File: src/rtl/local_ram_fifo_ctrl.sv
// local_ram_fifo_ctrl: packs a byte stream into 3-byte words held in an
// external byte-lane RAM and replays them as a word stream.
// Ports: clk, rst (async, active-high); s_valid/s_ready/s_data/s_last byte
// input; m_valid/m_ready/m_data/m_bytes word output; level = stored words;
// ram_din/ram_we/ram_wraddr write port, ram_rdaddr/ram_dout read port.
// Option: LOCAL_RAM_PARTIAL_FLUSH_EN lets s_last commit a 1- or 2-byte word.
module local_ram_fifo_ctrl #(
  parameter int AddrWidth = 6,
  parameter int ByteWidth = 12
) (
  input  logic                   clk,
  input  logic                   rst,
  input  logic                   s_valid,
  output logic                   s_ready,
  input  logic [7:0]             s_data,
  input  logic                   s_last,
  output logic                   m_valid,
  input  logic                   m_ready,
  output logic [23:0]            m_data,
  output logic [1:0]             m_bytes,
  output logic [AddrWidth:0]     level,
  output logic [7:0]             ram_din,
  output logic [2:0]             ram_we,
  output logic [AddrWidth-1:0]   ram_wraddr,
  output logic [AddrWidth-1:0]   ram_rdaddr,
  input  logic [ByteWidth*8-1:0] ram_dout
);

  localparam int Depth = 1 << AddrWidth;
  localparam logic [AddrWidth:0] Full = (AddrWidth+1)'(Depth);
  localparam logic [AddrWidth:0] One = (AddrWidth+1)'(1);

  typedef enum logic [1:0] {
    IDLE,
    FETCH,
    VALID
  } state_t;

  state_t state, state_n;

  logic [1:0]           lane;
  logic [AddrWidth-1:0] wr_ptr;
  logic [AddrWidth-1:0] rd_ptr;
  logic                 acc;
  logic                 flush;
  logic                 commit;
  logic                 pop;
  logic [1:0]           rd_cnt;
  logic [23:0]          m_data_n;
  logic                 unused_bits;

  assign unused_bits = ^{ram_dout, s_last};

`ifdef LOCAL_RAM_PARTIAL_FLUSH_EN
  // Byte count of each committed word, indexed like the RAM.
  logic [1:0] cnt_mem [Depth];

  always_ff @(posedge clk) begin
    if (commit) cnt_mem[wr_ptr] <= lane + 2'd1;
  end

  assign flush  = s_last;
  assign rd_cnt = cnt_mem[rd_ptr];
`else
  assign flush  = 1'b0;
  assign rd_cnt = 2'd3;
`endif

  // s_ready is forced low while reset is held.
  assign s_ready = !rst && (level != Full);
  assign acc     = s_valid && s_ready;
  assign commit  = acc && ((lane == 2'd2) || flush);
  assign pop     = m_valid && m_ready;

  assign ram_din    = s_data;
  assign ram_we     = acc ? (3'b001 << lane) : 3'b000;
  assign ram_wraddr = wr_ptr;
  assign ram_rdaddr = rd_ptr;
  assign m_valid    = (state == VALID);

  // Lanes beyond the stored count may hold stale RAM bytes.
  always_comb begin
    m_data_n = {16'h0000, ram_dout[7:0]};
    if (rd_cnt > 2'd1) m_data_n[15:8] = ram_dout[15:8];
    if (rd_cnt > 2'd2) m_data_n[23:16] = ram_dout[23:16];
  end

  always_comb begin
    state_n = state;
    unique case (state)
      IDLE:    if (level != '0) state_n = FETCH;
      FETCH:   state_n = VALID;
      VALID:   if (m_ready) state_n = IDLE;
      default: state_n = IDLE;
    endcase
  end

  always_ff @(posedge clk or posedge rst) begin
    if (rst) begin
      state   <= IDLE;
      lane    <= 2'd0;
      wr_ptr  <= '0;
      rd_ptr  <= '0;
      level   <= '0;
      m_data  <= '0;
      m_bytes <= 2'd0;
    end else begin
      state <= state_n;
      if (commit) begin
        lane   <= 2'd0;
        wr_ptr <= wr_ptr + 1'b1;
      end else if (acc) begin
        lane <= lane + 2'd1;
      end
      if (pop) rd_ptr <= rd_ptr + 1'b1;
      if (commit && !pop) level <= level + One;
      else if (!commit && pop) level <= level - One;
      // ram_dout now reflects rd_ptr presented during IDLE.
      if (state == FETCH) begin
        m_data  <= m_data_n;
        m_bytes <= rd_cnt;
      end
    end
  end

endmodule

File: config.mk
export PLATFORM = sky130hd
export DESIGN_NAME = local_ram_fifo_ctrl
export DESIGN_NICKNAME = d
export VERILOG_FILES = /design/src/rtl/local_ram_fifo_ctrl.sv
export SDC_FILE = /design/constraint.sdc
export NUM_CORES = 1
export LEC_CHECK = 0
export ABC_CLOCK_PERIOD_IN_PS = 7200
export CAP_MARGIN = 25
export CORE_MARGIN = 2
export CORE_UTILIZATION = 38
export CTS_BUF_LIST = sky130_fd_sc_hd__clkbuf_2
export DETAILED_ROUTE_END_ITERATION = 10
export PLACE_DENSITY_LB_ADDON = 0.12
export SYNTH_ARGS = -nofsm -noshare
export SYNTH_HDL_FRONTEND = slang
export SYNTH_SLANG_ARGS = --single-unit
File: constraint.sdc
create_clock -name clk -period 7.2 [get_ports clk]
set_input_delay 1.44 -clock clk [delete_from_list [all_inputs] [get_ports clk]]
set_output_delay 1.44 -clock clk [all_outputs]
set_load 0.02 [all_outputs]
==> results.tsv, run 1 <==
metric	value	unit
status	finished, final reports clean	
relSlewSlack	66.4	%
crit_required	5.76	ns
cap_violations	0	
cts.sinks	48	
gp_congestion	0.812	
io_buffers	77	
end_kind	output port	
grt_pass1_wl	7440	µm
r2r_cells	9	
worstHoldPathType	reg -> reg	
top_cell_area_share	52.8	%
track_usage	14.5	%
power_leakage	0.00130	µW
vdd_drop_max	0.238	mV
cts_max_path_buffers	2	
overflow	0	
min_from	state[0]	
hold_buffers	0	
h-tree-depth	2	
worst-slew-pin-transition	0.502	ns
r2r_slack	4.06	ns
rsz0062_at_grt	false	
yosysUniqueCellTypes	38	
use_met3	4.78	%
syn-cell-area	0.00227	mm²
core_area	0.00585	mm²
lay_top_cells	clkdlybuf4s50_1, dfrtp_1, mux2_2	
cp_slowest_cell	clkdlybuf4s50_1	
setup_tns	0	ns
worstPathArrival	3.34	ns
hold_depth	1	
reg2reg_from	level[0]	
fin_area	0.00314	mm²
setup_violations	0	
drc	0	
netlist_instances	180	
post-route-period-util	66.4	%
syn2layout_area_growth	38.1	%
stdcell_count	328	
drt-vias-per-instance	4.85	
met2_usage	22.3	%
seqCellArea	0.00120	mm²
cts.repair.resized	0	
startpoint_type	primary input	
grt_max_degree	49	
antenna_found_initial	0	
crit_chain	clkdlybuf4s50_1 > nand4bb_1 > a31oi_2 > clkdlybuf4s50_1	
postPlaceCellArea	0.00305	mm²
fmax	209	MHz
holdPathEnd	state[0]	
critPathMaxFanout	8	
worstSetupPathType	in -> out	
yosys_cells	180	
cpMostUsedCell	clkdlybuf4s50_1	
layout_top_cell	clkdlybuf4s50_1	
syn_avg_cell_area	12.6	µm²
numCtsBuffers	5	
postCtsSetupBuffers	0	
powerDensity	442	mW/mm²
die_width	81.4	µm
die_area	0.00662	mm²
dp.cells	319	
postRouteAntennaNets	0	
tool_warnings	99	
yosysSeqAreaShare	52.8	%
fill_cells	506	
dr.pass1.iters	4	
drive_gt1_share	18.6	%
first_global_vias	1569	
area_leaders	dfrtp_1, mux2_2, ha_1	
die-height	81.4	µm
hold_viol	0	
synth_nets	298	
-- run 1: critical path: cells and delay by family --
kind	cells	cell delay [ns]
and+or+nand+nor	1	0.25
buffers and inverters	2	1.21
AOI/OAI and AO/OA	1	0.44
-- run 1: stage by stage --
step	worst slack [ns]	hold WS (ns)	total power, µW
6_report	2.42	0.475	1390
3_3_place_gp	2.40	0.439	1240
5_1_grt	2.29	0.512	1490
4_1_cts	2.39	0.480	1410
2_1_floorplan	3.38	0.419	951
3_5_place_dp	2.40	0.452	1260
-- run 1: synth_stat cells --
| cell | count |
|---|---|
| xnor2_1 | 10 |
| xor2_1 | 5 |
| and3_1 | 1 |
| clkbuf_1 | 1 |
| and3_4 | 1 |
| and2_2 | 2 |
| nand4bb_1 | 1 |
| o21bai_1 | 1 |
| nand2_1 | 10 |
| inv_1 | 4 |
| ha_1 | 8 |
| nand4_1 | 3 |
| nor4_4 | 1 |
| and2_1 | 1 |
| o21ai_0 | 7 |
| nor3b_4 | 1 |
| fa_1 | 1 |
| nand3b_1 | 2 |
| a21oi_1 | 5 |
| a21o_1 | 1 |
| mux2_2 | 26 |
| dfrtp_1 | 48 |
| nand2b_1 | 3 |
| or4_1 | 1 |
| a31oi_2 | 1 |
| o31ai_1 | 1 |
| a21o_2 | 1 |
| nand3_1 | 3 |
| nor3_1 | 2 |
| buf_2 | 3 |
| nor4_1 | 1 |
| or3b_2 | 1 |
| a211oi_1 | 3 |
| nor3b_1 | 1 |
| nor2_1 | 6 |
| buf_4 | 10 |
| nor2b_1 | 1 |
| mux2_4 | 2 |
-- run 1: cells by family after synthesis --
group / Yosys count / synth area share [%]
fa+ha+maj: 9 / 5.28
xor+xnor: 15 / 5.78
mux: 28 / 14.2
compound gates: 20 / 5.56
flops: 48 / 52.8
simple gates: 42 / 11.6
buf+inv: 18 / 4.78
-- run 1: worst max-delay path by stage --
stage                     startpoint   endpoint  depth (start not counted)
after global routing             rst  ram_we[2]                          4
after detailed placement         rst  ram_we[2]                          4
final                            rst  ram_we[2]                          4
after CTS                        rst  ram_we[2]                          4
after floorplan                  rst   level[6]                          9
after global placement           rst  ram_we[2]                          4
-- run 1: layer usage --
metal	vias up	wire (µm)
li1	765	-
met1	761	2160
met2	61	1980
met3	4	390
met4	0	60
met5	-	0
-- run 1: report_power, final --
group	internal (µW)	switching [µW]	leakage, µW
clock	57.9	86.8	0.0000390
sequential	389	99.8	0.000580
combinational	400	353	0.000681
total	847	539	0.00130
-- run 1: cell type report --
cell class	count	area share, %
flip-flops and latches	48	38.2
multi-input cells	114	30.7
clock inverters	3	1.35
well taps	75	2.99
repair buffers	79	25.4
inverters	4	0.478
clock buffers	5	0.797
-- run 1: flip-flops by register name, indices dropped and copies added, names as in the netlist --
name,count
lane,2
level,7
m_bytes,1
m_data,24
ram_rdaddr,6
ram_wraddr,6
state,2
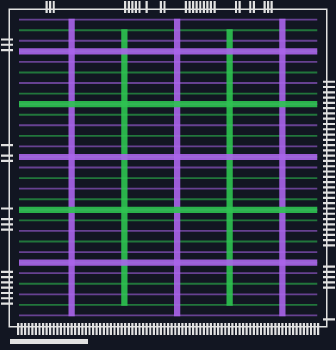
**Above:** run 1 (supply network).
Bar = 20 µm. Pins as bars on the die edge.
- VSS: purple
- VDD: green
- met1 rails: 29
- met5 straps: 5
- signal pins: 167
- met4 straps: 5
- rows: 28

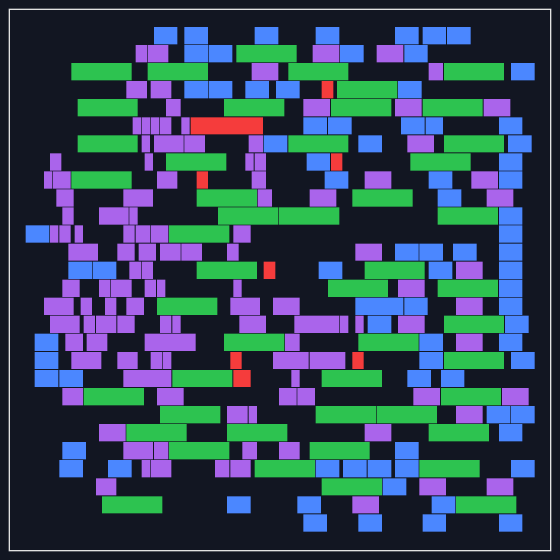
**Above:** run 1 (placement by cell class).
- flops: green (cells 48; share of their area 39%)
- other buffers and delay cells: blue (cells 79; share of their area 26%)
- all other logic: purple (cells 118; share of their area 32%)
- clock drivers and dummy loads: red (cells 8; share of their area 2.2%)
Final Core Density: 53.7%
Cell Rows: 28

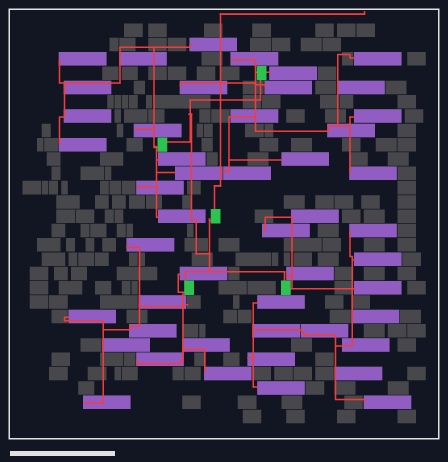
**Above:** run 1 (routed clock nets over the placement).
Bar = 20 µm.
- flip-flops: purple (count 48)
- clock wires: red (length 591 µm)
- cells driving clock nets: green (count 5)
- routed clock nets: 6
- flops lie: widely spread
clk_lat worst skew: 0.43 ns
Max Clock Skew: 0.0140 ns
Clock power frac: 10.4%

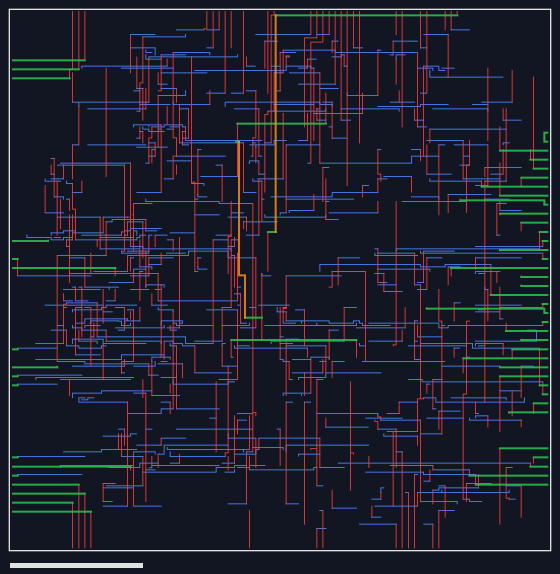
**Above:** run 1 (signal wires by layer).
Bar = 20 µm.
- met1: blue (wire length 2160 µm)
- met4: orange (wire length 60.1 µm)
- met2: red (wire length 1980 µm)
- met3: green (wire length 390 µm)
DR vias: 1591
DR WL/cell: 14.0 µm
Post-Route WL: 4590 µm

**Run 1: the clock network**

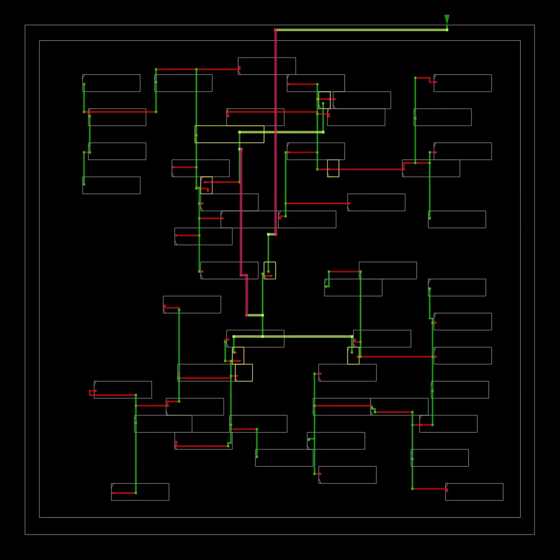

==> run 2, diff against run 1 <==
ABC_CLOCK_PERIOD_IN_PS = 4800   (was 7200)
CORE_UTILIZATION = 35   (was 38)
clock period = 4.8 ns   (was 7.2 ns; I/O delays follow)
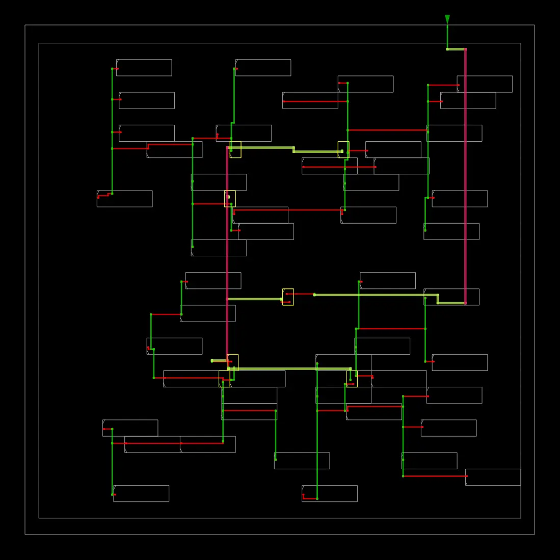
**Above:** run 2 (the clock network).
Max Clock Skew: 0.0162 ns
CLK BUF: 6

==> results.tsv, run 2 <==
metric	value	unit
r2r_cells	10	
rsz0062_at_grt	false	
antenna_found_initial	0	
dr.pass1.iters	4	
dpl_worst_slack	0.777	ns
ys.flop_type	dfrtp_1	
setup_tns	0	ns
worst-slew-pin-transition	0.435	ns
cp_slowest_cell	clkdlybuf4s50_1	
startpoint_type	primary input	
area_leaders	dfrtp_1, mux2_2, ha_1	
numCtsBuffers	5	
gp_congestion	0.774	
cts_max_path_buffers	2	
first_global_vias	1600	
cap_violations	0	
die-height	84.6	µm
hold_depth	1	
postCtsSetupBuffers	0	
syn-cell-area	0.00227	mm²
power_leakage	0.00129	µW
row_count	29	
biggestRegsByFlops	m_data x24, level x7	
drt-vias-per-instance	4.70	
syn2layout_area_growth	37.1	%
critPathMaxFanout	8	
netlist_instances	180	
track_usage	13.5	%
largest_register	m_data	
synth_nets	298	
top_cell_area_share	52.8	%
cts.repair.resized	0	
die_area	0.00716	mm²
hold_buffers	0	
yosys_cells	180	
io_buffers	77	
setup_violations	0	
core_area	0.00631	mm²
h-tree-depth	2	
worstPathArrival	2.66	ns
largest_reg_flops	24	
cts.sinks	48	
yosysUniqueCellTypes	38	
status	finished, final reports clean	
crit_family	buffers and inverters	
worstHoldPathType	reg -> reg	
crit_required	3.84	ns
powerDensity	646	mW/mm²
grt_pass1_wl	7650	µm
async_flop_share	100	%
[run 2: cell count changes in the layout (fill, tap and decap cells not counted)]
cell | previous run | this run
buf_4 | 1 | 2
bufinv_16 | 1 | 0
clkbuf_2 | 5 | 6
clkinvlp_4 | 1 | 0
[run 2: final timing paths]
path | start | end
min in group asynchronous | rst | state[1]
max in group asynchronous | rst | lane[1]
min reg2reg | state[0] | state[0]
max | rst | ram_we[2]
min | state[0] | state[0]
max reg2reg | level[0] | level[6]
[run 2: layout make-up]
| class | instances | area share [%] |
|---|---|---|
| clock buffer | 6 | 0.963 |
| clock inverter | 1 | 0.161 |
| inverter | 4 | 0.482 |
| multi-input combinational | 114 | 30.9 |
| sequential | 48 | 38.5 |
| tap | 77 | 3.09 |
| timing repair buffer | 80 | 25.8 |
[run 2: cells by family after synthesis]
group,after synthesis,synth area share (%)
multiplexers,28,14.2
adder cells (fa/ha/maj),9,5.28
flip-flops,48,52.8
buffers and inverters,18,4.78
AND/OR/NAND/NOR,42,11.6
XOR/XNOR,15,5.78
AND-OR/OR-AND,20,5.56
[run 2: metal layers]
layer	wire, µm	part of all wire (%)	global-route usage (%)	vias to the layer above
li1	-	-	-	762
met1	2040	46	17.7	728
met2	2010	45	20.9	51
met3	278	6.3	4.03	10
met4	92	2.1	5.63	0
met5	0	0	0	-
[run 2: power by group]
group | switching, µW | internal [µW] | total [µW]
clock network | 119 | 34.7 | 154
registers | 147 | 584 | 731
logic | 528 | 602 | 1130
total | 794 | 1220 | 2010
[run 2: per-stage QoR]
stage	utilization (%)	instances	instance area, µm²	total power (µW)	hold WS, ns
global route	49.4	330	3120	2180	0.506
CTS	49.4	330	3120	2040	0.480
detailed placement	48.8	323	3080	1890	0.447
global placement	48.5	322	3060	1870	0.444
finish	49.4	330	3120	2010	0.474
floorplan	-	180	2270	1430	0.419
Power and IR drop assume default switching activity.
